==> config.mk <==
export PLATFORM = sky130hd
export DESIGN_NAME = ccu_tx_arb
export DESIGN_NICKNAME = d
export VERILOG_FILES = /design/src/rtl/ccu_tx_arb.sv
export SDC_FILE = /design/constraint.sdc
export NUM_CORES = 1
export LEC_CHECK = 0
export ABC_AREA = 1
export CORE_UTILIZATION = 43
export DETAILED_ROUTE_END_ITERATION = 12
export GPL_TIMING_DRIVEN = 0
export PLACE_DENSITY_LB_ADDON = 0.15
export REMOVE_ABC_BUFFERS = 1
export SYNTH_ARGS = -nofsm -noshare
export SYNTH_HDL_FRONTEND = slang
export SYNTH_SLANG_ARGS = --single-unit
==> constraint.sdc <==
create_clock -name clk -period 2.3 [get_ports clk]
set_input_delay 0.23 -clock clk [delete_from_list [all_inputs] [get_ports clk]]
set_output_delay 0.23 -clock clk [all_outputs]
set_load 0.01 [all_outputs]
**Run 1: the metal 1 layer**

Scale bar: 20 µm.
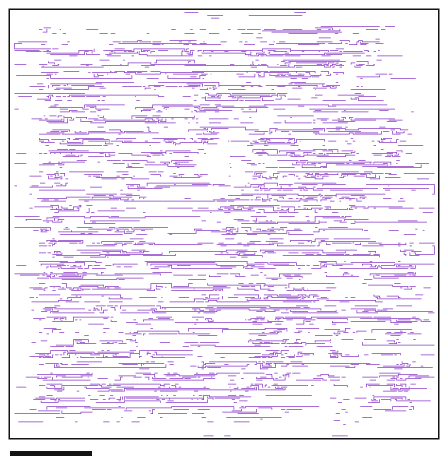
- share of all routed wire: 39%
- longest straight run: 31.7 µm
- main direction: horizontal
- wire length on this layer: 6740 µm
- nets with wire on the layer: 999
final routed wirelength across all metal layers: 17300 µm
detailed-route via count: 5818
met1 routing resource usage after global routing: 34.5%

**Run 1: the metal 2 layer**

Scale bar: 20 µm. Cells faint in the background.
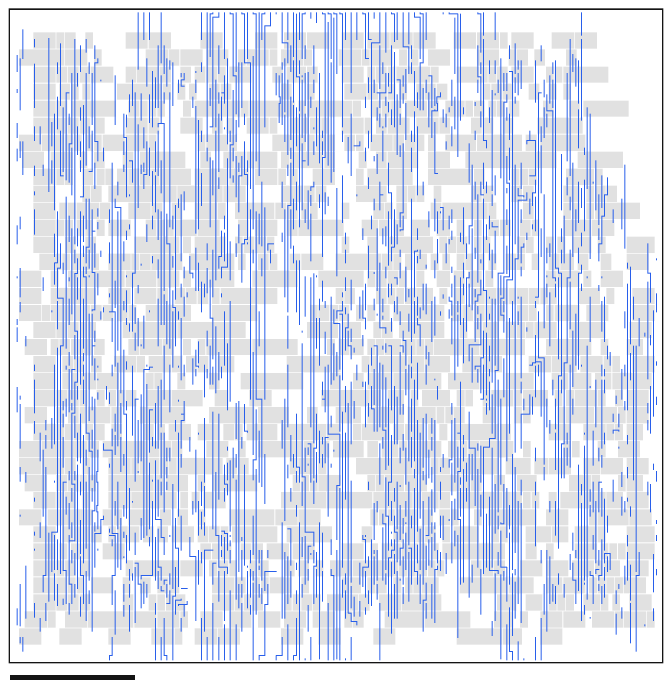
- share of all routed wire: 48%
- main direction: vertical
- longest straight run: 40.5 µm
- nets with wire on the layer: 885
met2 Usage GRT: 54.7%

**Run 1: met3 routing**

Scale bar: 20 µm. Cells faint in the background.
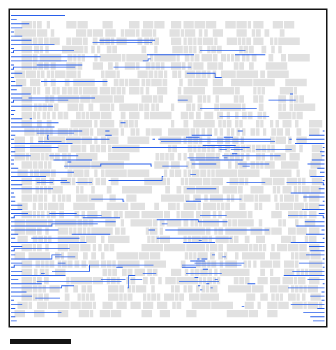
- share of all routed wire: 11%
- wire length on this layer: 1890 µm
met3 track demand over resource in global routing: 8.83%

==> GITHUB_STEP_SUMMARY, run 1 <==
### Metrics collected by this job

| Metric | Value |
|---|---|
| Cell taking the most area after synthesis | `sky130_fd_sc_hd__dfxtp_1` |
| Inst Count DP | `1068` |
| Min cycle time layout | `2210 ps` |
| Clock-cell share of area | `2.97%` |
| Startpoint type of the worst setup path | `flop` |
| Die width | `104 µm` |
| Ranking of synthesized cells by area | `sky130_fd_sc_hd__dfxtp_1 26%, sky130_fd_sc_hd__nand3_1 14%, sky130_fd_sc_hd__nand2_1 14%` |
| Critical path required time | `2540 ps` |
| Number of flip-flops under the largest register name | `16` |
| Final hold violation count | `0` |
| Total grt overflow | `0` |
| Worst Skew | `7.98 ps` |
| Total GRT Usage | `30.4%` |
| Final slew viol count | `0` |
| Leading cell types by count after synthesis | `162 x sky130_fd_sc_hd__nand2_1, 159 x sky130_fd_sc_hd__inv_1, 128 x sky130_fd_sc_hd__nand3_1` |
| Post-route fraction of the period consumed by the critical path | `96.1%` |
| Number of global-route vias before repair | `5600` |
| Final setup slack of the worst path | `89.0 ps` |
| Fin area | `7170 µm²` |
| Number of antenna violations at the first check in global routing | `0` |
| Outcome | `finished, final reports clean` |
| CTS root buffer | `sky130_fd_sc_hd__clkbuf_8` |
| Post-CTS Hold Buffers | `0` |
| Leakage dissipation | `3.60 nW` |
| Inverters | `166` |
| Summed standard-cell area reported by yosys | `4490 µm²` |
| Biggest cell category by area in the final layout | `combinational gates` |
| Mean instance size in the synthesized netlist | `5.81 µm²` |
| Routed WL per cell | `15.7 µm` |
| Vertical extent of the die | `104 µm` |
| Combinational Area | `2720 µm²` |
| Top-count cell post-synth | `sky130_fd_sc_hd__nand2_1` |
| Comb area share | `38.0%` |
| Most used flip-flop cell after synthesis | `sky130_fd_sc_hd__dfxtp_1` |
| Max Buffers Root-to-Sink | `2` |
| Number of buffers added by the clock tree synthesis step | `9` |
| Fraction of the yosys area taken by sequential cells | `26.3%` |
| Maxcap violations | `0` |
| Post-Place Worst Slack | `-1360 ps` |
| Chip area | `10900 µm²` |
| Flip-flop and latch share of the layout cell area | `16.5%` |
| I/O pin cnt | `204` |
| Total of buffers placed on input and output ports | `202` |
| Proportion of layout cells with a drive suffix above 1 | `8.24%` |
| Maximum level of the CTS H-tree | `3` |
| Multi-input comb cells | `511` |
| Yosys top cell area share | `26.3%` |
| Pin count of the biggest net entering global routing | `44` |
| Worst-case reg-to-reg path depth | `13` |
| Clock tree from TritonCTS | `yes` |
| Final weighted congestion in routability-driven placement | `0.882` |
| Commonest Layout Cell | `sky130_fd_sc_hd__clkdlybuf4s50_1` |
| Async S/R FF share, synth | `0%` |
| Number of warnings in the stage logs | `32` |
| Post-synthesis cell type count | `34` |
## run 1: repair_timing
action	4_1_cts	5_1_grt
gates resized	33	19
pin swaps	5	7
gates cloned	4	5
setup buffers	8	3
setup endpoints to repair	68	50
## run 1: worst max-delay path, stage by stage (launching register included)
cell                      delay (ps)
sky130_fd_sc_hd__dfxtp_1         360
sky130_fd_sc_hd__inv_1            80
sky130_fd_sc_hd__ha_1            360
sky130_fd_sc_hd__inv_2           110
sky130_fd_sc_hd__nand2_1          70
sky130_fd_sc_hd__nand2_1          90
sky130_fd_sc_hd__nand2_1          70
sky130_fd_sc_hd__nand2_2         170
sky130_fd_sc_hd__nand3_4         210
sky130_fd_sc_hd__buf_4           260
sky130_fd_sc_hd__nand3_1         100
sky130_fd_sc_hd__nand2_1          60
sky130_fd_sc_hd__inv_1            90
sky130_fd_sc_hd__a21oi_1          60
## run 1: report_power, final
| part | total [W] | internal [W] | switching [W] |
|---|---|---|---|
| sequential | 0.00159 | 0.00133 | 0.000262 |
| combinational | 0.00368 | 0.00156 | 0.00213 |
| clock | 0.00102 | 0.000585 | 0.000438 |
## run 1: per-layer routing
layer	track usage, %	vias to the layer above	share of wire (%)
met1	34.5	2641	39
met2	54.7	303	48
li1	-	2839	-
met5	0	-	0
met4	9.08	0	2.0
met3	8.83	35	11
## run 1: logic make-up after synthesis
logic type,after synthesis,share of synthesized area (%)
other cells,1,0.0836
buf+inv,210,18.6
xor+xnor,4,0.781
fa+ha+maj,11,3.07
simple gates,347,34.5
flops,59,26.3
compound gates,141,16.7
==> run 2, diff against run 1 <==
--- a/config.mk
+++ b/config.mk
@@ -6,7 +6,8 @@
 export NUM_CORES = 1
 export LEC_CHECK = 0
 export ABC_AREA = 1
-export CORE_UTILIZATION = 43
+export CAP_MARGIN = 20
+export CORE_UTILIZATION = 46
 export DETAILED_ROUTE_END_ITERATION = 12
 export GPL_TIMING_DRIVEN = 0
 export PLACE_DENSITY_LB_ADDON = 0.15
==> constraint.sdc (replaced) <==
create_clock -name clk -period 2.8 [get_ports clk]
set_input_delay 0.28 -clock clk [delete_from_list [all_inputs] [get_ports clk]]
set_output_delay 0.28 -clock clk [all_outputs]
set_load 0.01 [all_outputs]
**Run 2: routing congestion**

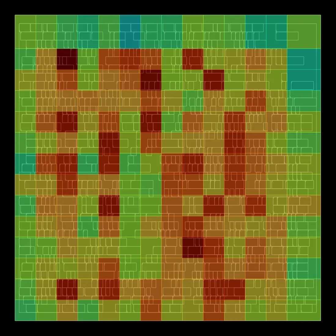
met1 routing resource usage after global routing: 33.5%
met2 Usage GRT: 52.9%
met3 track demand over resource in global routing: 10.5%
layer with the highest usage: met2

==> GITHUB_STEP_SUMMARY, run 2 <==
### Metrics collected by this job

| Metric | Value |
|---|---|
| Async S/R FF share, synth | `0% (unchanged)` |
| Switching part of the total | `44.8% (was 44.9%)` |
| Largest incremental delay on the critical path | `580 ps (was 360 ps)` |
| Part of the power in combinational logic | `57.2% (was 58.5%)` |
| Proportion of layout cells with a drive suffix above 1 | `5.55% (was 8.24%)` |
| Max Clock Freq | `378 MHz` |
| Post-CTS Hold Buffers | `0 (unchanged)` |
| Power density of the placed cells | `713 nW/µm² (was 878 nW/µm²)` |
| Cell taking the most area after synthesis | `sky130_fd_sc_hd__dfxtp_1 (unchanged)` |
| Total GRT Usage | `30.4% (about the same)` |
| Fraction of the yosys area taken by sequential cells | `26.3% (unchanged)` |
| Die width | `101 µm (was 104 µm)` |
| Inst Count DP | `1065 (was 1068)` |
| Final hold violation count | `0 (unchanged)` |
| Routed WL per cell | `14.4 µm (was 15.7 µm)` |
| Most used flip-flop cell after synthesis | `sky130_fd_sc_hd__dfxtp_1 (unchanged)` |
| Top-count cell post-synth | `sky130_fd_sc_hd__nand2_1 (unchanged)` |
| Number of antenna violations at the first check in global routing | `0 (unchanged)` |
| Critical path required time | `2520 ps (was 2540 ps)` |
| Leakage dissipation | `3.39 nW (was 3.60 nW)` |
| Mean instance size in the synthesized netlist | `5.81 µm² (unchanged)` |
| Post-Place Worst Slack | `-734 ps (was -1360 ps)` |
| Maximum level of the CTS H-tree | `3 (unchanged)` |
| Worst-case reg-to-reg path depth | `12 (was 13)` |
| I/O pin cnt | `204 (unchanged)` |
| Number of warnings in the stage logs | `33 (was 32)` |
| Ranking of synthesized cells by area | `sky130_fd_sc_hd__dfxtp_1 26%, sky130_fd_sc_hd__nand3_1 14%, sky130_fd_sc_hd__nand2_1 14% (unchanged)` |
| Clock power frac | `16.3% (about the same)` |
| Cell internal power dissipation | `0.00271 W (was 0.00347 W)` |
| Total grt overflow | `0 (unchanged)` |
| Number of flip-flops under the largest register name | `16 (unchanged)` |
| Pin count of the biggest net entering global routing | `53 (was 44)` |
| Switching power | `0.00220 W (was 0.00283 W)` |
| Worst setup path class | `flop to output port (was flop to flop)` |
| Yosys top cell area share | `26.3% (unchanged)` |
| Share of power burned in registers | `26.5% (was 25.2%)` |
| Min cycle time layout | `2650 ps` |
| Synthesis-to-finish area growth | `53.3% (was 59.8%)` |
| CTS root buffer | `sky130_fd_sc_hd__clkbuf_8 (unchanged)` |
| Cells in synth_stat.txt | `773 (unchanged)` |
| Final slew viol count | `0 (unchanged)` |
| Outcome | `finished, final reports clean (unchanged)` |
| Total of buffers placed on input and output ports | `202 (unchanged)` |
| Cell-by-cell listing of the critical path | `inv_1, ha_1, inv_1, nor3_1, nand4_1, ha_1, nor3_2, clkdlybuf4s50_1 (was inv_1, ha_1, inv_2, nand2_1, nand2_1, nand2_1, nand2_2, nand3_4, buf_4, nand3_1, nand2_1, inv_1, a21oi_1)` |
| Number of buffers added by the clock tree synthesis step | `9 (unchanged)` |
| Final setup slack of the worst path | `153 ps (was 89.0 ps)` |
| Leading cell types by count after synthesis | `162 x sky130_fd_sc_hd__nand2_1, 159 x sky130_fd_sc_hd__inv_1, 128 x sky130_fd_sc_hd__nand3_1 (unchanged)` |
| Clock tree from TritonCTS | `yes (unchanged)` |
**Run 2: the metal 2 layer**

Scale bar: 20 µm. Cells faint in the background.
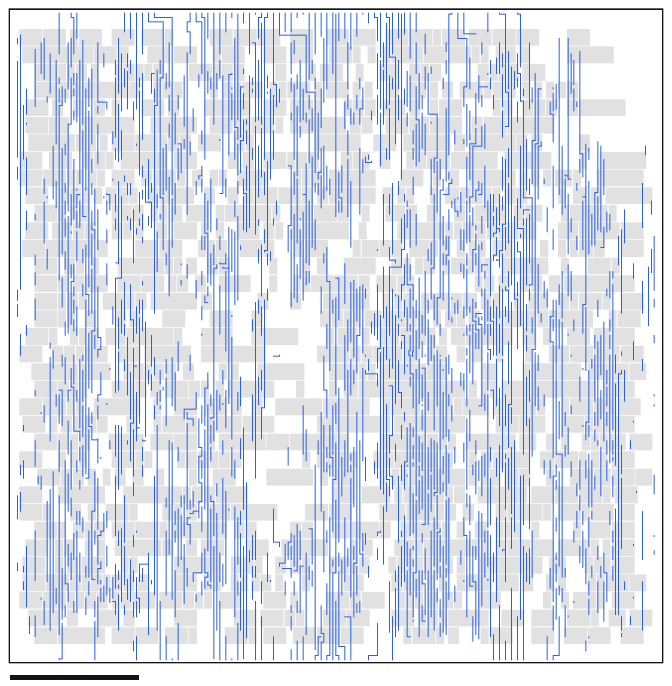
- share of all routed wire: 48%
- wire length on this layer: 7530 µm
- nets with wire on the layer: 862
- main direction: vertical
- longest straight run: 39.3 µm
detailed-route via count: 5632
final routed wirelength across all metal layers: 15600 µm

run 2: what timing repair did:
action / in CTS / in global routing
resized: 14 / 2
endpoints found under the setup margin: 54 / 25
buffers inserted: 1 / 2
pin swaps: 1 / 1
cloned: 0 / 0
hold endpoints to repair: 0 / 0
run 2: cells by family (layout without fill, tap and decap cells):
group / count (synthesis) / count (layout) / share of synthesized area, %
and+or+nand+nor: 347 / 347 / 34.5
buffers and inverters: 210 / 392 / 18.6
AOI/OAI and AO/OA: 141 / 141 / 16.7
DFF: 59 / 59 / 26.3
adders and majority gates: 11 / 11 / 3.07
xor gates and xnor gates: 4 / 4 / 0.781
other: 1 / 1 / 0.0836
run 2: layout make-up:
| type | count | area, µm² |
|---|---|---|
| Multi-Input combinational cell | 504 | 2550 |
| Fill cell | 781 | 2450 |
| Timing Repair Buffer | 210 | 2170 |
| Sequential cell | 59 | 1180 |
| Inverter | 166 | 628 |
| Tap cell | 129 | 161 |
| Clock buffer | 11 | 141 |
| Clock inverter | 5 | 52.6 |
run 2: layer usage:
layer | track usage, % | part of all wire, % | vias up | routed length, µm
met5 | 0 | 0 | - | 0
met4 | 13.6 | 2.3 | 0 | 361
met3 | 10.5 | 11 | 33 | 1790
met2 | 52.9 | 48 | 305 | 7530
met1 | 33.5 | 38 | 2511 | 5960
li1 | - | - | 2783 | -
run 2: critical path: cells and delay by family, from the launching register on:
family        cells  cell delay, ps
flops             1             330
fa+ha+maj         2             450
buf+inv           3             720
simple gates      3             530
run 2: power groups by stage:
stage               clock, W  combinational [W]  sequential [W]
floorplan                  0            0.00155         0.00133
global placement           0            0.00258         0.00129
detailed placement         0            0.00272         0.00130
CTS                 0.000805            0.00278         0.00129
global route        0.000851            0.00311         0.00133
finish              0.000799            0.00281         0.00130
Power figures rest on the tool's default switching activity, not on a simulated workload.
